[src/rtl/packet_disassembler.sv]
// Sink-side HDMI data-island packet reassembly: frames 32-clock packets from TERC4-decoded
// payload bits into a header and four subpackets, checking BCH parity on each.
module packet_disassembler #(
    parameter bit DROP_BAD_HEADER = 1'b0
) (
    input  logic        clk_pixel,
    input  logic        reset,
    input  logic        data_island_period,
    input  logic [8:0]  packet_data,
    output logic [23:0] header,
    output logic [55:0] sub [3:0],
    output logic [7:0]  packet_type,
    output logic        header_ecc_ok,
    output logic [3:0]  sub_ecc_ok,
    output logic        packet_valid,
    output logic        packet_abort
);

    // One serial step of the LSB-first x^8+x^7+x^6+1 LFSR (reflected taps 0x83).
    function automatic logic [7:0] bch_step(input logic [7:0] ecc, input logic bit_in);
        logic fb;
        fb = ecc[0] ^ bit_in;
        return (ecc >> 1) ^ (fb ? 8'h83 : 8'h00);
    endfunction

    logic [4:0]  cnt_q;
    logic [23:0] hdr_q,     hdr_d;
    logic [7:0]  hdr_par_q, hdr_par_d;
    logic [7:0]  hdr_ecc_q, hdr_ecc_d;
    logic [55:0] sub_q     [4];
    logic [55:0] sub_d     [4];
    logic [7:0]  sub_par_q [4];
    logic [7:0]  sub_par_d [4];
    logic [7:0]  sub_ecc_q [4];
    logic [7:0]  sub_ecc_d [4];
    logic        hdr_ok;
    logic [3:0]  sub_ok;

    always_comb begin
        hdr_d     = hdr_q;
        hdr_par_d = hdr_par_q;
        hdr_ecc_d = hdr_ecc_q;
        for (int k = 0; k < 4; k++) begin
            sub_d[k]     = sub_q[k];
            sub_par_d[k] = sub_par_q[k];
            sub_ecc_d[k] = sub_ecc_q[k];
        end

        if (cnt_q < 5'd24) begin
            hdr_d[cnt_q] = packet_data[0];
            hdr_ecc_d    = bch_step(hdr_ecc_q, packet_data[0]);
        end else begin
            hdr_par_d[cnt_q[2:0]] = packet_data[0];
        end

        // Even bit then odd bit: two LFSR steps per clock.
        for (int k = 0; k < 4; k++) begin
            if (cnt_q < 5'd28) begin
                sub_d[k][{cnt_q, 1'b0}] = packet_data[1 + 2 * k];
                sub_d[k][{cnt_q, 1'b1}] = packet_data[2 + 2 * k];
                sub_ecc_d[k] = bch_step(bch_step(sub_ecc_q[k], packet_data[1 + 2 * k]),
                                        packet_data[2 + 2 * k]);
            end else begin
                sub_par_d[k][{cnt_q[1:0], 1'b0}] = packet_data[1 + 2 * k];
                sub_par_d[k][{cnt_q[1:0], 1'b1}] = packet_data[2 + 2 * k];
            end
        end
    end

    // Parity comparisons include the final parity bits arriving on this clock.
    assign hdr_ok = (hdr_par_d == hdr_ecc_q);

    genvar gi;
    generate
        for (gi = 0; gi < 4; gi++) begin : g_sub_ok
            assign sub_ok[gi] = (sub_par_d[gi] == sub_ecc_q[gi]);
        end
    endgenerate

    always_ff @(posedge clk_pixel) begin
        if (reset) begin
            cnt_q         <= '0;
            hdr_q         <= '0;
            hdr_par_q     <= '0;
            hdr_ecc_q     <= '0;
            header        <= '0;
            packet_type   <= '0;
            header_ecc_ok <= 1'b0;
            sub_ecc_ok    <= '0;
            packet_valid  <= 1'b0;
            packet_abort  <= 1'b0;
            for (int k = 0; k < 4; k++) begin
                sub_q[k]     <= '0;
                sub_par_q[k] <= '0;
                sub_ecc_q[k] <= '0;
                sub[k]       <= '0;
            end
        end else begin
            packet_valid <= 1'b0;
            packet_abort <= 1'b0;
            if (data_island_period) begin
                cnt_q <= cnt_q + 5'd1;
                if (cnt_q == 5'd31) begin
                    header        <= hdr_d;
                    packet_type   <= hdr_d[7:0];
                    header_ecc_ok <= hdr_ok;
                    sub_ecc_ok    <= sub_ok;
                    packet_valid  <= hdr_ok || !DROP_BAD_HEADER;
                    hdr_q         <= '0;
                    hdr_par_q     <= '0;
                    hdr_ecc_q     <= '0;
                    for (int k = 0; k < 4; k++) begin
                        sub[k]       <= sub_d[k];
                        sub_q[k]     <= '0;
                        sub_par_q[k] <= '0;
                        sub_ecc_q[k] <= '0;
                    end
                end else begin
                    hdr_q     <= hdr_d;
                    hdr_par_q <= hdr_par_d;
                    hdr_ecc_q <= hdr_ecc_d;
                    for (int k = 0; k < 4; k++) begin
                        sub_q[k]     <= sub_d[k];
                        sub_par_q[k] <= sub_par_d[k];
                        sub_ecc_q[k] <= sub_ecc_d[k];
                    end
                end
            end else if (cnt_q != 5'd0) begin
                // Island ended mid-packet: discard partial state, leave outputs intact.
                packet_abort <= 1'b1;
                cnt_q        <= '0;
                hdr_q        <= '0;
                hdr_par_q    <= '0;
                hdr_ecc_q    <= '0;
                for (int k = 0; k < 4; k++) begin
                    sub_q[k]     <= '0;
                    sub_par_q[k] <= '0;
                    sub_ecc_q[k] <= '0;
                end
            end
        end
    end

endmodule
[config.mk]
export PLATFORM = sky130hd
export DESIGN_NAME = packet_disassembler
export DESIGN_NICKNAME = d
export VERILOG_FILES = /design/src/rtl/packet_disassembler.sv
export SDC_FILE = /design/constraint.sdc
export NUM_CORES = 1
export LEC_CHECK = 0
export ABC_AREA = 1
export CAP_MARGIN = 20
export CORE_UTILIZATION = 51
export CTS_CLUSTER_SIZE = 40
export DETAILED_ROUTE_END_ITERATION = 7
export HOLD_SLACK_MARGIN = 0.1
export PLACE_DENSITY_LB_ADDON = 0.08
export SYNTH_ARGS = -nofsm -noshare
export SYNTH_HDL_FRONTEND = slang
export SYNTH_SLANG_ARGS = --single-unit
[constraint.sdc]
create_clock -name clk_pixel -period 3.6 [get_ports clk_pixel]
set_clock_uncertainty 0.15 [all_clocks]
set_input_delay 0.54 -clock clk_pixel [delete_from_list [all_inputs] [get_ports clk_pixel]]
set_output_delay 0.54 -clock clk_pixel [all_outputs]
set_load 0.05 [all_outputs]
**Close-up of the layout**

Window x 97 to 127, y 142 to 172 um. Cells in grey, sequential cells in the stronger grey; small squares are vias.
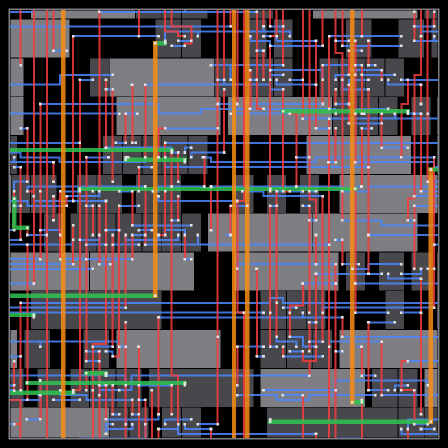
M2 -> red
M4 -> orange
M3 -> green
M1 -> blue
netlist names of flops here include = sub_q (8), sub (7)
most frequent = nand2_1 (25), dfxtp_1 (15), o21ai_0 (14)
cells with their middle in the window = 82
sequential cells in the window = 15

**Gate-type map**

(2 px per um)
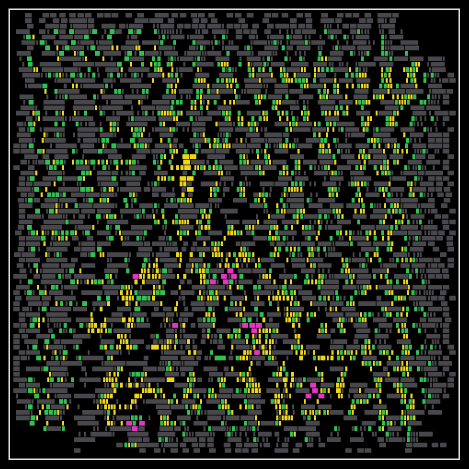
xor and xnor cells -> magenta  # cells 19
aoi and oai cells -> green  # cells 807, where spread over the die
nand cells -> yellow  # cells 975, where spread over the die
non-filler cells, final: 4394
Comb area share: 34.19%
most numerous logic cell after layout: nand2_1

==> results.yml <==
# physical design summary
power:
  swShare_pct: 23.44
  cellPowerDensity_nw_per_um2: 451.5
  power.leakage_uw: 0.01299
  p_sw_uw: 3219
  power.share.combinational_pct: 5.5
  irDropWorstVdd_v: 0.0003964
  p_clk_share_pct: 44.9
  pwr-share-seq_pct: 49.7
floorplanning:
  fp.dieH_um: 224.3
  num_io_pins: 275
  core_sq_um: 48850
grt:
  grt_pass1_vias: 21413
  grt.busiest_layer: "met2"
  grt_max_degree: 195
  globalRouteMet2Util_pct: 45.29
  grt_use_total_pct: 27.97
  grt_pass1_wl_mm: 113.2
  met3_usage_pct: 4.833
  overflow: 0
cts:
  hold_buffers: 1
  clock_latency_ns: 0.63
  clk_pin_slew_ns: 0.06
  cts_tree: "done"
  cts_buffer_depth: 3
  h-tree-depth: 2
  cts_buffers: 60
  root_buffer: "clkbuf_16"
sta:
  fmax_mhz: 312.3
  period_minus_slack_ns: 3.202
  maxSlewViolCount: 0
  finalHoldViolCount: 0
  finalCritPeriodShare_pct: 88.96
  fin_setup_tns_ns: 0
  finalSetupViolCount: 0
  rsz0062_at_grt: "false"
  worst_pin_slew_ns: 1.088
drt:
  post_drt_via_cell_ratio: 5.281
  drc: 0
  drtIter0Drc: 2184
  avgRoutedWirePerCell_um: 16.31
  wirelength_mm: 71.68
  dr.pass1.iters: 6
  num_vias: 23203
critical_path:
  rr_worst_depth: 10
  cp.arrival_ns: 3.56
  worstPathCellList: "ha_1 -> nand2_1 -> nor2_1 -> ha_1 -> nand2_4 -> inv_8 -> buf_4 -> nand2_1 -> o211ai_1 -> inv_1"
  cp_slowest_cell: "dfxtp_1"
  worst-r2r-setup-slack_ns: 0.40
  crit_buf_inv: 3
  worstReg2RegEnd: "header[23]"
  rr_startpoint: "cnt_q[0]"
  cp_top_family: "buffers and inverters"
  critical_path_class: "flop to flop"
  cp-end-kind: "flop"
  critPathLaunch: "cnt_q[0]"
  required_ns: 3.96
  worstPathMaxFanout: 53
  cp_slowest_stage_delay_ns: 0.46
  cp-start-kind: "flop"
yosys:
  yosysTopAreaCellShare_pct: 40.98
  syn_inst: 3525
  ys_seq_share_pct: 49.56
  topCellsByArea: "dfxtp_1 (41%), nand2_1 (13%), edfxtp_1 (8.6%)"
  syn_nets: 3542
  syn_area_sq_um: 25200
  yosys_warnings: 0
  ys_cells: 3525
  synth_area_leader_cell: "dfxtp_1"
  synth.distinct_cells: 32
  syn_area_per_cell_sq_um: 7.150
  yosysChipArea_sq_um: 25200
  synth-seq-cells: 588
run_status:
  outcome: "finished clean"
finish:
  antenna_cells: 0
  fill_cells: 4388
  nNetsFinal: 3699
  area_growth_pct: 20.67
  utilization_pct: 62.26
  register_area_sq_um: 12490
min_path:
  hold_path_class: "flop to flop"
  holdPathStages: 2
job:
  warnings: 36
placed_design:
  io_buffer_count: 274
  hpwl_mm: 45.57
## placed cells by master (no fill, tap or decap), types with 5 or more instances in the layout
master	n
dfxtp_1	516
nand2_1	877
nand3b_1	5
nor2_1	504
clkbuf_8	14
o21ai_0	403
nand3_1	81
ha_1	5
clkbuf_16	60
xnor2_1	9
edfxtp_1	72
clkinv_2	14
clkdlybuf4s50_1	273
buf_4	53
nand3_2	7
o211ai_1	85
clkbuf_1	16
inv_1	368
o22ai_1	46
a21oi_1	264
xor2_1	10
buf_12	8
## kinds of logic after synthesis
kind of cell | after synthesis | synth area share (%)
xor gates and xnor gates | 19 | 0.6602
and+or+nand+nor | 1489 | 22.92
DFF | 588 | 49.56
AOI/OAI and AO/OA | 809 | 17.23
buffers and inverters | 615 | 9.372
adders and majority gates | 5 | 0.2482
## power by group through the flow
stage / logic (uW) / clock network (uW) / registers, uW
floorplan: 506 / 0 / 6950
global placement: 731 / 0 / 6960
detailed placement: 740 / 0 / 6960
global route: 827 / 6500 / 6830
CTS: 745 / 6260 / 6820
finish: 752 / 6160 / 6820
## through the flow
step                      instance area, sq um  power [uW]  hold slack [ns]  worst slack, ns  std cells
final                                    30410       13730           0.3128           0.3976       4394
after floorplan                          25210        7451           0.2953           0.9106       3525
after global placement                   28430        7687           0.3009           0.4247       4282
after detailed placement                 28430        7701           0.3051           0.4477       4282
after CTS                                30390       13820           0.3143           0.4256       4393
after global routing                     30410       14150           0.3245           0.1872       4394
## area by class of cell
cell class | instances | share of cell area [%]
Clock buffer | 90 | 5.768
Tap cell | 664 | 2.732
Clock inverter | 20 | 0.6171
Inverter | 373 | 4.640
Multi-Input combinational cell | 2322 | 34.19
Sequential cell | 588 | 41.07
Timing Repair Buffer | 337 | 10.98
## layer usage
metal | wire (um) | part of all wire [%]
met1 | 31590 | 44
met2 | 32730 | 46
met3 | 5396 | 7.5
met4 | 1958 | 2.7
met5 | 0 | 0
## cell usage after synthesis (all sizes together)
cell      n
or2       4
nand4     3
nand3b    5
ha        5
o22ai    46
a21oi   264
o21bai    1
edfxtp   72
o211ai   85
xor2     10
a31oi     2
buf      42
nand3    88
a211oi    2
o32ai     1
a21o      1
inv     372
clkbuf  200
nand2   879
nor2    510
a22oi     2
o21a      1
clkinv    1
o21ai   404
xnor2     9
dfxtp   516
## worst reg2reg max path, stage by stage, from the launching register on
cell	delay (ns)
dfxtp_1	0.46
ha_1	0.41
nand2_1	0.16
nor2_1	0.11
ha_1	0.31
nand2_4	0.28
inv_8	0.38
buf_4	0.46
nand2_1	0.19
o211ai_1	0.12
inv_1	0.05
## how the worst max path moves through the flow
stage,end,cells after the start
after floorplan,sub_par_q[3][0],6
after global placement,sub_ecc_q[3][1],8
after detailed placement,header[23],10
after CTS,header[23],10
after global routing,header[23],10
final,header[23],10
## state kept, by name, indices dropped and copies added (netlist names)
signal,cells
sub_ecc_q,32
packet_abort,1
sub,224
packet_valid,1
sub_q,224
cnt_q,5
header_ecc_ok,1
hdr_par_q,8
hdr_q,24
header,24
sub_par_q,32
sub_ecc_ok,4
hdr_ecc_q,8
Power figures rest on the tool's default switching activity, not on a simulated workload.
